## config.mk

```make
export PLATFORM = sky130hd
export DESIGN_NAME = gated_bus_ctrl
export DESIGN_NICKNAME = d
export VERILOG_FILES = /design/src/rtl/gated_bus_ctrl.sv
export SDC_FILE = /design/constraint.sdc
export NUM_CORES = 1
export LEC_CHECK = 0
export ABC_AREA = 0
export CAP_MARGIN = 20
export CORE_ASPECT_RATIO = 0.5
export CORE_UTILIZATION = 38
export CTS_CLUSTER_DIAMETER = 60
export DETAILED_ROUTE_END_ITERATION = 6
export PLACE_DENSITY = 0.81
export REMOVE_ABC_BUFFERS = 1
export SETUP_SLACK_MARGIN = 0.5
export SLEW_MARGIN = 20
export SYNTH_ARGS = -nofsm -noshare
export SYNTH_HDL_FRONTEND = slang
export SYNTH_SLANG_ARGS = --single-unit
```

## constraint.sdc

```tcl
create_clock -name Clk -period 1.91 [get_ports Clk]
set_clock_uncertainty 0.2 [all_clocks]
set_input_delay 0.191 -clock Clk [delete_from_list [all_inputs] [get_ports Clk]]
set_output_delay 0.191 -clock Clk [all_outputs]
set_load 0.01 [all_outputs]
```

## src/rtl/gated_bus_ctrl.sv

```systemverilog
// Gated N-source datapath bus with bus keeper and contention monitor.
// Define BUS_RR_EN for round-robin arbitration; otherwise fixed lowest-index priority.
module gated_bus_ctrl #(
  parameter int unsigned WIDTH   = 16,
  parameter int unsigned NUM_SRC = 4,
  parameter int unsigned CNT_W   = 8
) (
  input  logic                       Clk,
  input  logic                       Reset,
  input  logic [NUM_SRC*WIDTH-1:0]   src_data,
  input  logic [NUM_SRC-1:0]         gate,
  input  logic                       clr_err,
  output logic [WIDTH-1:0]           BUS_out,
  output logic                       bus_valid,
  output logic [NUM_SRC-1:0]         grant,
  output logic [WIDTH-1:0]           hold_q,
  output logic                       conflict,
  output logic                       conflict_sticky,
  output logic [CNT_W-1:0]           conflict_cnt
);

  localparam int unsigned PtrW = $clog2(NUM_SRC);

  logic [WIDTH-1:0] src_arr [NUM_SRC];
  logic [PtrW-1:0]  sel_idx;
  logic [WIDTH-1:0] sel_data;
  logic             found;

  logic [WIDTH-1:0] hold_d;
  logic             sticky_d;
  logic [CNT_W-1:0] cnt_d;

  always_comb begin
    for (int i = 0; i < int'(NUM_SRC); i++) begin
      src_arr[i] = src_data[i*WIDTH +: WIDTH];
    end
  end

`ifdef BUS_RR_EN
  logic [PtrW-1:0] rr_ptr_q;
  logic [PtrW-1:0] rr_ptr_d;
  int unsigned     cand;

  // Search starts at rr_ptr_q and wraps modulo NUM_SRC.
  always_comb begin
    sel_idx = '0;
    found   = 1'b0;
    cand    = 0;
    for (int unsigned k = 0; k < NUM_SRC; k++) begin
      cand = 32'(rr_ptr_q) + k;
      if (cand >= NUM_SRC) begin
        cand = cand - NUM_SRC;
      end
      if (!found && gate[PtrW'(cand)]) begin
        found   = 1'b1;
        sel_idx = PtrW'(cand);
      end
    end
  end

  always_comb begin
    rr_ptr_d = rr_ptr_q;
    if (bus_valid) begin
      rr_ptr_d = (sel_idx == PtrW'(NUM_SRC - 1)) ? '0 : sel_idx + 1'b1;
    end
  end

  always_ff @(posedge Clk) begin
    if (Reset) begin
      rr_ptr_q <= '0;
    end else begin
      rr_ptr_q <= rr_ptr_d;
    end
  end
`else
  always_comb begin
    sel_idx = '0;
    found   = 1'b0;
    for (int i = 0; i < int'(NUM_SRC); i++) begin
      if (!found && gate[i]) begin
        found   = 1'b1;
        sel_idx = PtrW'(i);
      end
    end
  end
`endif

  assign bus_valid = |gate;
  assign sel_data  = src_arr[sel_idx];
  assign BUS_out   = bus_valid ? sel_data : hold_q;

  always_comb begin
    grant = '0;
    for (int i = 0; i < int'(NUM_SRC); i++) begin
      grant[i] = bus_valid && (sel_idx == PtrW'(i));
    end
  end

  // Contention = a second asserted gate after one has already been seen.
  always_comb begin
    logic seen;
    seen     = 1'b0;
    conflict = 1'b0;
    for (int i = 0; i < int'(NUM_SRC); i++) begin
      conflict = conflict | (seen & gate[i]);
      seen     = seen | gate[i];
    end
  end

  always_comb begin
    hold_d   = bus_valid ? sel_data : hold_q;
    sticky_d = conflict_sticky;
    cnt_d    = conflict_cnt;
    if (conflict) begin
      sticky_d = 1'b1;
    end else if (clr_err) begin
      sticky_d = 1'b0;
    end
    // A same-cycle event survives the clear and is counted as the first one.
    if (clr_err) begin
      cnt_d = conflict ? CNT_W'(1) : '0;
    end else if (conflict && (conflict_cnt != '1)) begin
      cnt_d = conflict_cnt + 1'b1;
    end
  end

  always_ff @(posedge Clk) begin
    if (Reset) begin
      hold_q          <= '0;
      conflict_sticky <= 1'b0;
      conflict_cnt    <= '0;
    end else begin
      hold_q          <= hold_d;
      conflict_sticky <= sticky_d;
      conflict_cnt    <= cnt_d;
    end
  end

endmodule

```

**Met2 routing**

Scale: 4 px per um. Cells faint in the background.
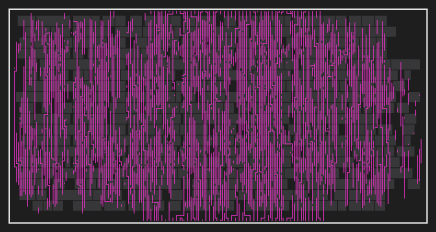
main direction: vertical
nets with wire on the layer: 478
wire length on this layer: 5,900 um

**Ports around the boundary**

Scale: 4 px per um. Pins as bars across the die edge, other pins in grey.
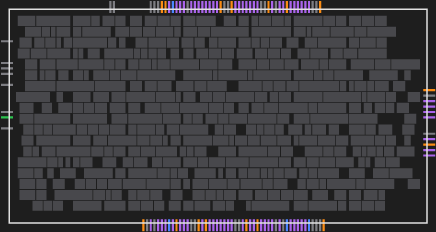
[grant] blue | pins: 4 | direction: output | edge: 3 bottom, 1 top
[BUS_out] orange | pins: 16 | direction: output | edge: 7 bottom, 7 top, 2 right
[clr_err] green | pins: 1 | direction: input | edge: left
[src_data] purple | pins: 64 | direction: input | edge: 29 bottom, 28 top, 7 right
die width: 104 um
Port Buffers: 117
die height: 53.0 um

**Routed clock nets over the placement**

Scale: 8 px per um.
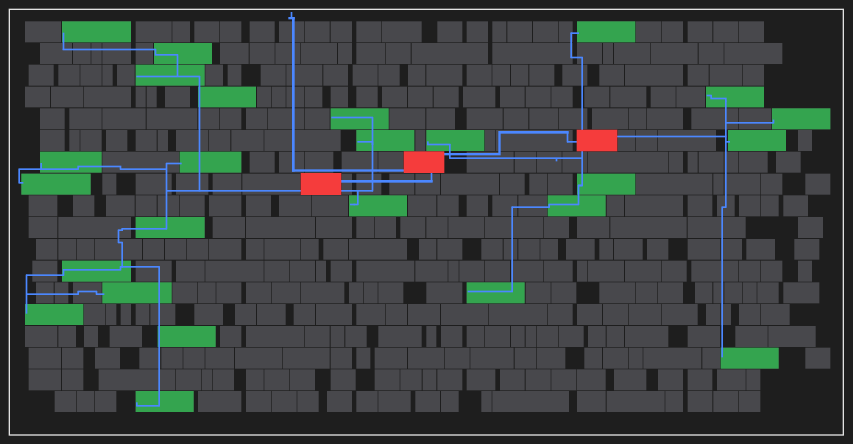
[clock wires] blue | length: 394 um
[clock-net drivers] red | count: 3
[flip-flops] green | count: 25
flops lie: spread over the die
routed clock nets: 4

**Clock nets**

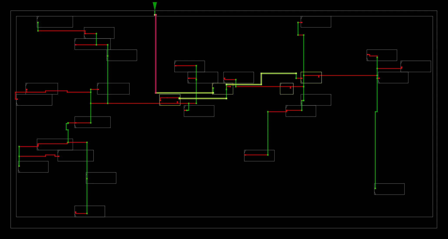
Clock group: 0.378 mW
CLK BUF: 3
total CTS buffers: 3
clock sink count: 25
worst skew pair latency: 300 ps

**Cell classes on the final placement**

Scale: 4 px per um. Fill, decap, tap and diode cells in grey.
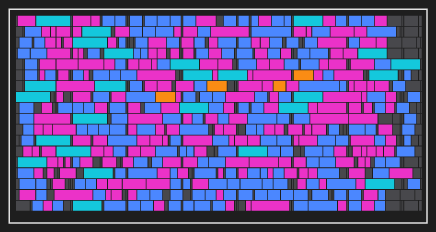
[registers] cyan | cells: 25
[remaining buffers and delay cells] blue | cells: 192
[clock drivers and dummy loads] orange | cells: 4
[remaining logic cells] magenta | cells: 196
Seq/total area: 12.0%
post-layout util: 88.2%
Finished Cell Area: 4390 um^2
core area: 4980 um^2
row count: 18

==> impl_metrics.tcl <==
# yosys + openroad results
set metrics [dict create \
    grt_pass1_vias 3101 \
    num-nonclk-buffers 192 \
    largest_area_cell "dfxtp_1" \
    min_path_cells 4 \
    crit_path_start_kind "input pin" \
    met2WireLength_um 5900 \
    grt_use_total_pct 36.1 \
    rrSetupSlack_ps 180 \
    timing.rr.start "conflict_cnt[6]" \
    wl_um 12200 \
    antenna_left 0 \
    setup_viol 0 \
    rsz0062_at_grt "true" \
    crit_fanout 2 \
    hold_buffers 0 \
    busiest_layer "met2" \
    outcome "complete, no violations" \
    fin_ws_ps 153 \
    drive_above_1_share_pct 43.4 \
    ys_ff 25 \
    critical_path.slowest_cell "clkdlybuf4s50_1" \
    preCtsSetupSlack_ps -638 \
    drc 0 \
    placed_cells 446 \
    clk_pin_slew_ps 120 \
    ys_top_logic_family "AND-OR/OR-AND gates" \
    vdd_drop_max_mv 0.388 \
    synth_cell_types 45 \
    top_cell "nor2b_1" \
    common_cells "nor2b_1, dfxtp_1, nand2_1, a211oi_1" \
    comb_cells 192 \
    dieArea_um2 5520 \
    netSwitchingFraction_pct 36.5 \
    crit_buf_inv 2 \
    finalClockPeriodUsage_pct 92.0 \
    ff_type "dfxtp_1" \
    hpwl_um 5680 \
    comb-cell-share_pct 42.2 \
    met2_usage_pct 68.0 \
    synthesis.instances 245 \
    avgSynthCellArea_um2 8.08 \
    fa_ha_area_share_pct 0.632 \
    yosys_warnings 0 \
    power.switching_mw 0.680 \
    mostFrequentLayoutCells "dlygate4sd2_1, buf_4, nor2b_1" \
    seqPwrFrac_pct 31.2 \
    whs_ps 263 \
    clockBufferDepth 2 \
    cellPowerDensity_nw_per_um2 424 \
    r2r-end "conflict_cnt[0]" \
    flop_area_um2 526 \
    grt_overflow 0 \
    tool_warnings 27 \
    drt_iter0_markers 168 \
    cts_tree "done" \
    nonClkBufAreaFrac_pct 42.1 \
    taps 70 \
    slowest_delay_ps 480 \
    hold_viol_final 0 \
    rr_worst_depth 4 \
    critPathKind "in2out" \
    cts-resized-gates 283 \
    whs_endpoint "hold_q[4]" \
    synth_chip_area_um2 1980 \
    ys_sh_mux_pct 0 \
    syn_area_um2 1980 \
    gp_congestion 0.823 \
    slew_viol_final 0 \
    ctsHtreeMaxLevel 1 \
    path_delay_family "buffers and inverters" \
    setup-tns-final_ps 0 \
]
==> power groups by stage <==
| stage | clock, mW | combinational, mW | sequential (mW) |
|---|---|---|---|
| finish | 0.378 | 0.901 | 0.580 |
| global route | 0.388 | 0.931 | 0.583 |
| CTS | 0.358 | 0.779 | 0.576 |
| detailed placement | 0 | 0.679 | 0.594 |
| global placement | 0 | 0.665 | 0.592 |
| floorplan | 0 | 0.207 | 0.604 |
==> flip-flops by register name (all words and copies together), names as in the netlist <==
signal,count
hold_q,16
conflict_sticky,1
conflict_cnt,8
==> stage by stage <==
stage          total power [mW]  util [%]
2_1_floorplan             0.812         -
3_3_place_gp               1.26      69.2
3_5_place_dp               1.27      69.2
4_1_cts                    1.71      82.5
5_1_grt                    1.90      88.1
6_report                   1.86      88.2
Power figures rest on the tool's default switching activity, not on a simulated workload.
